<file path="src/rtl/masked_adder_pkg.sv">
// Shared types and helpers for the 2-share masked bit-serial adder.
// Holds the controller state enum, default width and the masked half-adder gadget.
`timescale 1ns/1ps
package masked_adder_pkg;

  localparam int DEFAULT_WIDTH = 8;

  typedef enum logic [1:0] {
    ST_IDLE = 2'd0,
    ST_RUN  = 2'd1,
    ST_DONE = 2'd2
  } state_e;

  typedef struct packed {
    logic s0;
    logic s1;
    logic c0;
    logic c1;
  } ha_out_t;

  function automatic int idx_width(input int w);
    return (w <= 1) ? 1 : $clog2(w);
  endfunction

  // ISW-style gadget: sum is share-wise XOR, carry is a refreshed masked AND.
  function automatic ha_out_t masked_ha(input logic x0, input logic x1,
                                        input logic y0, input logic y1,
                                        input logic r);
    ha_out_t o;
    o.s0 = x0 ^ y0;
    o.s1 = x1 ^ y1;
    o.c0 = (x0 & y0) ^ r;
    o.c1 = (x1 & y1) ^ ((r ^ (x0 & y1)) ^ (x1 & y0));
    return o;
  endfunction

endpackage

</file>
<file path="src/rtl/masked_full_adder_stage.sv">
// Combinational masked full-adder stage: two chained half-adder gadgets
// with a share-wise carry merge (the two carries are never both 1).
`timescale 1ns/1ps
module masked_full_adder_stage
  import masked_adder_pkg::*;
(
  input  logic       a0,
  input  logic       a1,
  input  logic       b0,
  input  logic       b1,
  input  logic       cin0,
  input  logic       cin1,
  input  logic [1:0] r,
  output logic       s0,
  output logic       s1,
  output logic       cout0,
  output logic       cout1
);

  ha_out_t w_ha1;
  ha_out_t w_ha2;

  assign w_ha1 = masked_ha(a0, a1, b0, b1, r[0]);
  assign w_ha2 = masked_ha(w_ha1.s0, w_ha1.s1, cin0, cin1, r[1]);

  assign s0    = w_ha2.s0;
  assign s1    = w_ha2.s1;
  assign cout0 = w_ha1.c0 ^ w_ha2.c0;
  assign cout1 = w_ha1.c1 ^ w_ha2.c1;

endmodule

</file>
<file path="src/rtl/masked_serial_adder_ctrl.sv">
// Bit-serial controller for a 2-share masked adder: one bit per cycle with
// fresh randomness, stalling while none is available. All outputs registered.
`timescale 1ns/1ps
module masked_serial_adder_ctrl
  import masked_adder_pkg::*;
#(
  parameter int WIDTH = DEFAULT_WIDTH
) (
  input  logic             clk,
  input  logic             rst,
  input  logic             i_start,
  input  logic [WIDTH-1:0] i_A0,
  input  logic [WIDTH-1:0] i_A1,
  input  logic [WIDTH-1:0] i_B0,
  input  logic [WIDTH-1:0] i_B1,
  input  logic [1:0]       i_rnd,
  input  logic             i_rnd_valid,
  output logic             o_rnd_req,
  output logic             o_busy,
  output logic             o_done,
  output logic [WIDTH-1:0] o_S0,
  output logic [WIDTH-1:0] o_S1,
  output logic             o_Cout0,
  output logic             o_Cout1
);

  localparam int IW = idx_width(WIDTH);
  localparam logic [IW-1:0] LAST_IDX = IW'(WIDTH - 1);

  state_e           r_state;
  logic [IW-1:0]    r_idx;
  logic [WIDTH-1:0] r_a0, r_a1, r_b0, r_b1;
  logic [WIDTH-1:0] r_sum0, r_sum1;
  logic             r_c0, r_c1;

  logic             w_s0, w_s1, w_cout0, w_cout1;
  logic [WIDTH-1:0] w_sum0_next, w_sum1_next;

  masked_full_adder_stage u_stage (
    .a0    (r_a0[0]),
    .a1    (r_a1[0]),
    .b0    (r_b0[0]),
    .b1    (r_b1[0]),
    .cin0  (r_c0),
    .cin1  (r_c1),
    .r     (i_rnd),
    .s0    (w_s0),
    .s1    (w_s1),
    .cout0 (w_cout0),
    .cout1 (w_cout1)
  );

  // Sum bits enter at the MSB so bit k lands at position k after WIDTH shifts.
  assign w_sum0_next = (r_sum0 >> 1) | (WIDTH'(w_s0) << (WIDTH - 1));
  assign w_sum1_next = (r_sum1 >> 1) | (WIDTH'(w_s1) << (WIDTH - 1));

  always_ff @(posedge clk) begin
    if (rst) begin
      r_state   <= ST_IDLE;
      r_idx     <= '0;
      r_a0      <= '0;
      r_a1      <= '0;
      r_b0      <= '0;
      r_b1      <= '0;
      r_sum0    <= '0;
      r_sum1    <= '0;
      r_c0      <= 1'b0;
      r_c1      <= 1'b0;
      o_rnd_req <= 1'b0;
      o_busy    <= 1'b0;
      o_done    <= 1'b0;
      o_S0      <= '0;
      o_S1      <= '0;
      o_Cout0   <= 1'b0;
      o_Cout1   <= 1'b0;
    end else begin
      case (r_state)
        ST_IDLE: begin
          o_done <= 1'b0;
          if (i_start) begin
            r_a0      <= i_A0;
            r_a1      <= i_A1;
            r_b0      <= i_B0;
            r_b1      <= i_B1;
            r_c0      <= 1'b0;
            r_c1      <= 1'b0;
            r_idx     <= '0;
            r_state   <= ST_RUN;
            o_busy    <= 1'b1;
            o_rnd_req <= 1'b1;
          end
        end
        ST_RUN: begin
          if (i_rnd_valid) begin
            r_a0   <= r_a0 >> 1;
            r_a1   <= r_a1 >> 1;
            r_b0   <= r_b0 >> 1;
            r_b1   <= r_b1 >> 1;
            r_c0   <= w_cout0;
            r_c1   <= w_cout1;
            r_sum0 <= w_sum0_next;
            r_sum1 <= w_sum1_next;
            r_idx  <= r_idx + IW'(1);
            if (r_idx == LAST_IDX) begin
              r_state   <= ST_DONE;
              o_rnd_req <= 1'b0;
              o_done    <= 1'b1;
              o_S0      <= w_sum0_next;
              o_S1      <= w_sum1_next;
              o_Cout0   <= w_cout0;
              o_Cout1   <= w_cout1;
            end
          end
        end
        ST_DONE: begin
          o_done  <= 1'b0;
          o_busy  <= 1'b0;
          r_state <= ST_IDLE;
        end
        default: begin
          r_state   <= ST_IDLE;
          o_done    <= 1'b0;
          o_busy    <= 1'b0;
          o_rnd_req <= 1'b0;
        end
      endcase
    end
  end

endmodule

</file>
<file path="config.mk">
export PLATFORM = sky130hd
export DESIGN_NAME = masked_serial_adder_ctrl
export DESIGN_NICKNAME = d
export VERILOG_FILES = /design/src/rtl/masked_adder_pkg.sv /design/src/rtl/masked_full_adder_stage.sv /design/src/rtl/masked_serial_adder_ctrl.sv
export SDC_FILE = /design/constraint.sdc
export NUM_CORES = 1
export LEC_CHECK = 0
export ABC_AREA = 0
export CAP_MARGIN = 15
export CORE_MARGIN = 4
export CORE_UTILIZATION = 40
export CTS_BUF_LIST = sky130_fd_sc_hd__clkbuf_2 sky130_fd_sc_hd__clkbuf_4 sky130_fd_sc_hd__clkbuf_8
export CTS_CLUSTER_DIAMETER = 50
export DETAILED_ROUTE_END_ITERATION = 10
export PLACE_DENSITY = 0.67
export SYNTH_ARGS = -nofsm -noshare
export SYNTH_HDL_FRONTEND = slang
export SYNTH_SLANG_ARGS = --single-unit
export TNS_END_PERCENT = 50
</file>
<file path="constraint.sdc">
create_clock -name clk -period 1.63 [get_ports clk]
set_input_delay 0.326 -clock clk [delete_from_list [all_inputs] [get_ports clk]]
set_output_delay 0.326 -clock clk [all_outputs]
set_load 0.1 [all_outputs]
</file>
==> run_1/met1.png <==
The bar under the picture is 20 um long. Cells faint in the background.
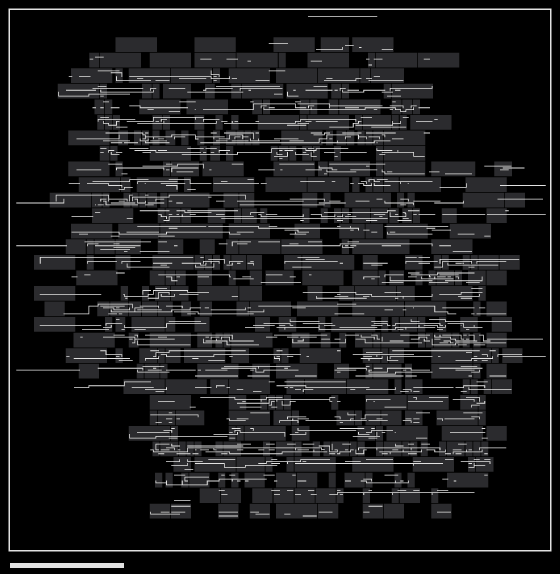
The wires run mostly horizontal. The layer carries 3190 um of wire. 427 nets have wire on it. The longest straight run is 30.8 um. The layer holds 46% of the routed length.
GR met1 Demand/Resource: 21.12%
DR vias: 2685

==> run_1/final_clocks.png <==
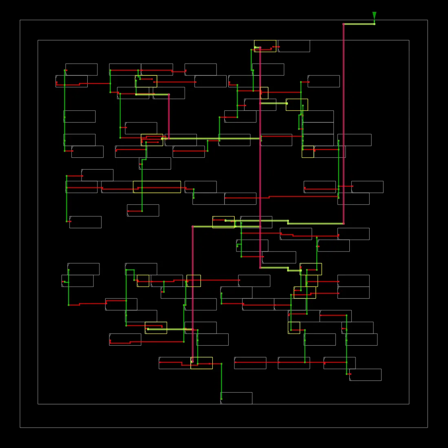
FF+latch count: 74
Setup Skew: 0.006403 ns

==> impl_metrics.yaml, run 1 <==
# yosys + openroad results
timing:
  setup_violations: 0
  tightestPinTransition_ns: 0.3667
  finalWorstSetupSlack_ns: 0.0009659
  rsz0062_at_grt: "true"
  fin_hold_ws_ns: 0.2995
  period_minus_slack_ns: 1.629
drt:
  wl_met1_um: 3191
  finalWirelength_um: 6910
  post_drt_wl_per_cell_um: 12.89
  viasPerCell: 5.009
  top_layer: "met4"
placement:
  portBuffers: 58
  place.gp.congestion: 0.7769
  post-place-ws_ns: -0.2164
  dp_hpwl_um: 4701
pwr:
  power_per_cell_area_nw_per_um2: 962.3
  total_power_uw: 4120
  seq_power_uw: 1990
final_layout:
  drive_above_1_share_pct: 16.70
  fin_area_um2: 4282
  regArea_um2: 1484
  final_cells: 536
  buf_share_pct: 24.28
clocking:
  cts_made_buffers: 9
  htree_levels: 3
job:
  maxCapViolations: 0
  tool_warnings: 27
synth:
  ys_ff: 74
  yosysUniqueCellTypes: 28
  synth_adder_area_share_pct: 2.512
  synthArstFlopShare_pct: 0
  ys_area_um2: 2989
  yosysSeqAreaShare_pct: 49.56
status:
  outcome: "completed"
global_route:
  grt_pass1_wl_um: 11220
worst_setup_path:
  worst_setup_path_start_kind: "flop"
  rrSetupSlack_ns: 0.001
  path_depth: 6
floorplan:
  rows: 31
min_path:
  hold_path_depth: 2
==> run_1/clock_map.png <==
The bar under the picture is 20 um long.
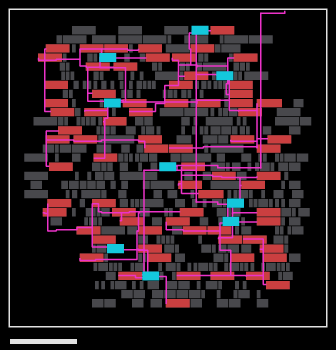
flip-flops: shown in red, count 74. clock wires: shown in magenta, length 931 um. cells driving clock nets: shown in cyan, count 9.
Position of the flops: spread over the die. There are 10 routed clock nets.
clk_lat worst skew: 0.35 ns
Clock Power Share: 34.5%

==> run 2: changes to the inputs <==
- PLACE_DENSITY: 0.67 -> not set
- clock period: 1.63 -> 2 ns (I/O delays scaled with it)
==> run 2 against run 1 <==
  * Sequential power shrank 19%
  * Combinational power shrank about 30%
  * Global-route usage shrank 0.084 points
  * Power shrank 15%
  * Clock power shrank 3%
  * Clock skew grew 0.0038 ns
  * Worst hold slack gained 0.15 ns
  * Synthesized cell count is the same
  * Critical endpoint unchanged
==> impl_metrics.yaml, run 2 <==
# yosys + openroad results
status:
  outcome: "completed"
worst_setup_path:
  cp.arrival_ns: 1.99
  worst_setup_path_start_kind: "flop"
  cpPeakStageDelay_ns: 0.33
  crit_path_start: "r_b1[0]$_SDFFE_PP0P_"
  reg2reg_depth: 6
  path_depth: 6
  rrSetupSlack_ns: 0.27
drt:
  dr_wl_met2_um: 2942
  dr_total_vias: 2580
  top_layer: "met4"
  drc: 0
  viasPerCell: 4.943
  post_drt_wl_per_cell_um: 12.64
  finalWirelength_um: 6597
  wl_met1_um: 3249
timing:
  hold_viol: 0
  period_minus_slack_ns: 1.729
  finalWorstSetupSlack_ns: 0.2712
  fin_hold_ws_ns: 0.4465
  tightestPinTransition_ns: 0.3685
  rsz0062_at_grt: "false"
  setup_violations: 0
  maxSlewHeadroom_pct: 75.43
final_layout:
  signal_buffers: 70
  final_cells: 522
  fin_area_um2: 3864
  regArea_um2: 1481
  buf_share_pct: 16.52
  nMultiInputCombCells: 262
  utilization_pct: 53.27
  seq_cells: 74
  drive_above_1_share_pct: 12.29
synth:
  syn_inst: 364
  yosysUniqueCellTypes: 28
  synth_adder_area_share_pct: 2.512
  synthArstFlopShare_pct: 0
  synth_nets: 408
  syn_area_per_cell_um2: 8.212
  yosysWarnings: 0
  top_area_cell: "dfxtp_1"
  ys_area_um2: 2989
  edf_count: 0
  ys_ff: 74
  yosysSeqAreaShare_pct: 49.56
  synth_area_um2: 2989
  yosysTopAreaCellShare_pct: 49.56
clocking:
  post-cts-setup-buffers: 0
  htree_levels: 3
  cts_tree: "done"
global_route:
  met3_usage_pct: 3.347
  grt-busiest-layer: "met2"
  grt_antenna_before_repair: 0
  grt_util_met1_pct: 21.71
  grt_pass1_wl_um: 11200
  grt_pass1_vias: 2426
placement:
  portBuffers: 58
  place.gp.congestion: 0.7547
  post-place-ws_ns: 0.06091
  dp_hpwl_um: 4428
floorplan:
  fp_util_pct: 41.21
  ios: 59
  rows: 31
  die_w_um: 94.45
min_path:
  hold_path_depth: 2
  whs_endpoint: "o_rnd_req$_SDFFE_PP0P_"
pwr:
  power_per_cell_area_nw_per_um2: 905.0
  p_clk_share_pct: 39.6
  p_comb_uw: 500
  seq_power_uw: 1610
  maxPowerGroup: "sequential cells"
  total_power_uw: 3497
job:
  maxCapViolations: 0
  tool_warnings: 26
==> run_2/met1.png <==
The bar under the picture is 20 um long. Cells faint in the background.
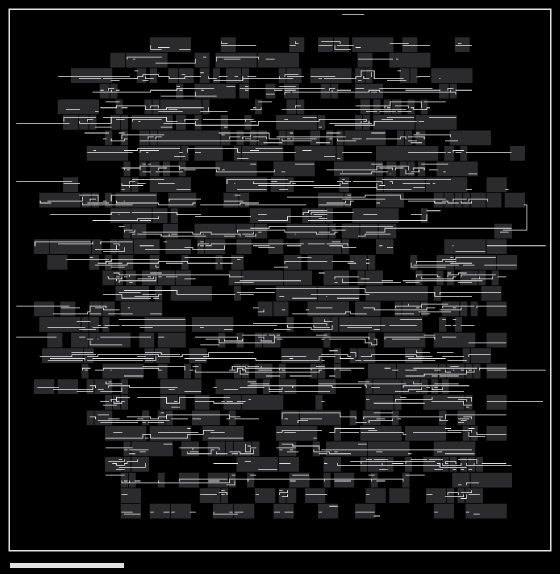
The layer holds 49% of the routed length. The layer carries 3250 um of wire. 414 nets have wire on it. The longest straight run is 30.4 um.

==> run_2/final_clocks.png <==
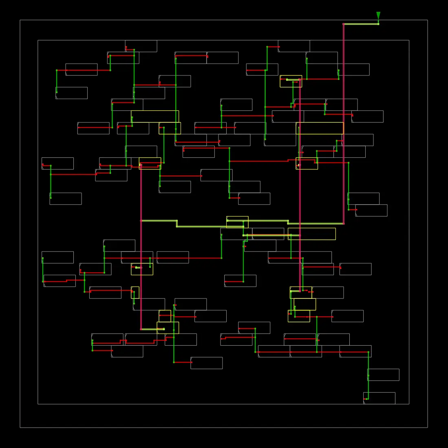
Clock buffer cells: 10
clk_lat worst skew: 0.34 ns
Setup Skew: 0.01020 ns
CTS Buf Count: 9

==> run 3: changes to the inputs <==
- DONT_BUFFER_PORTS: not set -> 1
==> run 3 against run 2 <==
  * Design area down 12%
  * Flip-flop count unchanged
  * Critical endpoint unchanged
  * Fmax up 0.87%
  * Global-route usage down 0.51 points
  * Worst setup slack better by 0.015 ns
  * Sequential share of layout area up 5.4 points
  * Power down 10%
  * Sequential power about the same
  * Via count down 8.0%
  * Largest cell class unchanged
==> impl_metrics.yaml, run 3 <==
# yosys + openroad results
status:
  outcome: "completed"
timing:
  rsz0062_at_grt: "false"
  setup_violations: 0
  finalWorstSetupSlack_ns: 0.2862
  tightestPinTransition_ns: 0.6542
  maxSlewHeadroom_pct: 56.34
  hold_viol: 0
  fin_hold_ws_ns: 0.1260
final_layout:
  buf_share_pct: 6.135
  regArea_um2: 1481
  final_cells: 478
  fin_area_um2: 3386
  drive_above_1_share_pct: 11.61
  seq_cells: 74
  signal_buffers: 26
synth:
  synthArstFlopShare_pct: 0
  yosysWarnings: 0
  top_area_cell: "dfxtp_1"
  syn_area_per_cell_um2: 8.212
  topCellsByArea: "dfxtp_1, nand2_1, a311oi_1, a21oi_1, nor2_1"
  syn_inst: 364
  synth_adder_area_share_pct: 2.512
  most_common_cell: "nand2_1"
  synth_area_um2: 2989
  yosysUniqueCellTypes: 28
  yosysTopAreaCellShare_pct: 49.56
  yosysSeqAreaShare_pct: 49.56
  ys_ff: 74
global_route:
  grt_pass1_wl_um: 10750
  met2_usage_pct: 21.99
  grt-busiest-layer: "met2"
  grt_pass1_vias: 2230
  met3_usage_pct: 6.534
  grt_util_met1_pct: 20.42
clocking:
  cts_tree: "done"
  cts_made_buffers: 9
  post-cts-setup-buffers: 0
placement:
  post-place-ws_ns: 0.2719
  place.gp.congestion: 0.7529
  portBuffers: 0
  dp_hpwl_um: 4146
worst_setup_path:
  rrSetupSlack_ns: 0.29
  worst_setup_path_start_kind: "flop"
  cpPeakStageDelay_ns: 0.33
  crit_path_start: "r_b1[0]$_SDFFE_PP0P_"
  path_depth: 6
drt:
  dr_total_vias: 2374
  viasPerCell: 4.967
  drc: 0
  dr_wl_met2_um: 2816
pwr:
  maxPowerGroup: "sequential cells"
  p_clk_share_pct: 36.7
  p_comb_uw: 378
  total_power_uw: 3143
  p_int_uw: 2334
  seq_power_uw: 1610
min_path:
  hold_path_depth: 1
  whs_endpoint: "r_b0[6]$_SDFFE_PP0P_"
floorplan:
  die_w_um: 94.45
  ios: 59
  fp_util_pct: 41.21
job:
  tool_warnings: 26
  maxCapViolations: 0
==> run_3/final_clocks.png <==
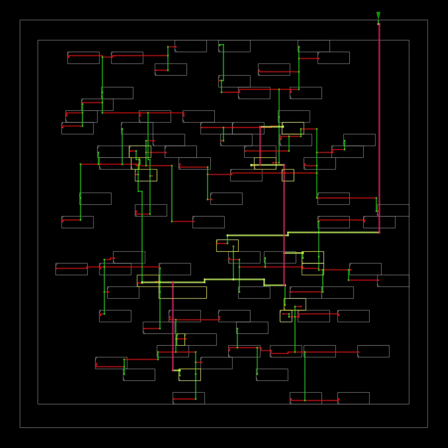
Setup Skew: 0.01274 ns
Clock buffer cells: 12
clock group power: 1150 uW
CTS sink cnt: 74

==> run_3/metal_stack.png <==
The bar under the picture is 20 um long. Only two layers are drawn.
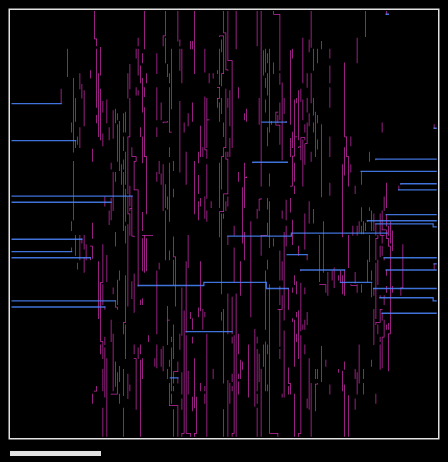
met2: shown in magenta, wire length 2820 um. met3: shown in blue, wire length 427 um.
drt total wl: 6368 um
DR WL/cell: 13.32 um


==> screenshots <==
Placed cells, one color a class.
Fill, decap, tap and diode cells in gray.
(a)
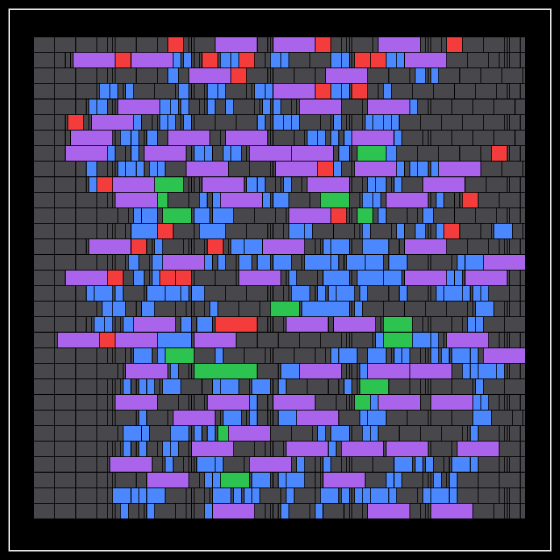
(b)
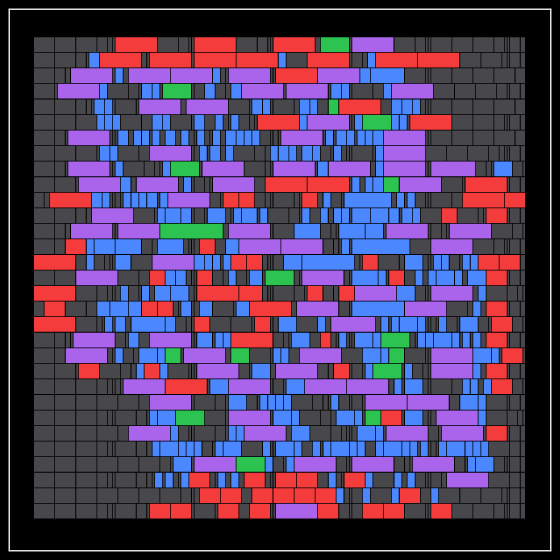
(c)
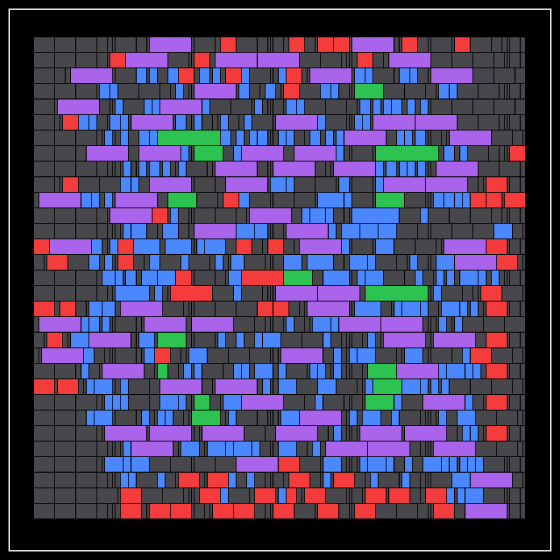
For run 2, see (c).
For run 1, see (b).
For run 3, see (a).

Key to (b):
flip-flops: shown in purple, cells 74, share of their area 36%. clock drivers and dummy loads: shown in green, cells 16, share of their area 4.8%. other buffers and delay cells: shown in red, cells 83, share of their area 25%. all other logic: shown in blue, cells 264, share of their area 35%.

Power figures rest on the tool's default switching activity, not on a simulated workload.
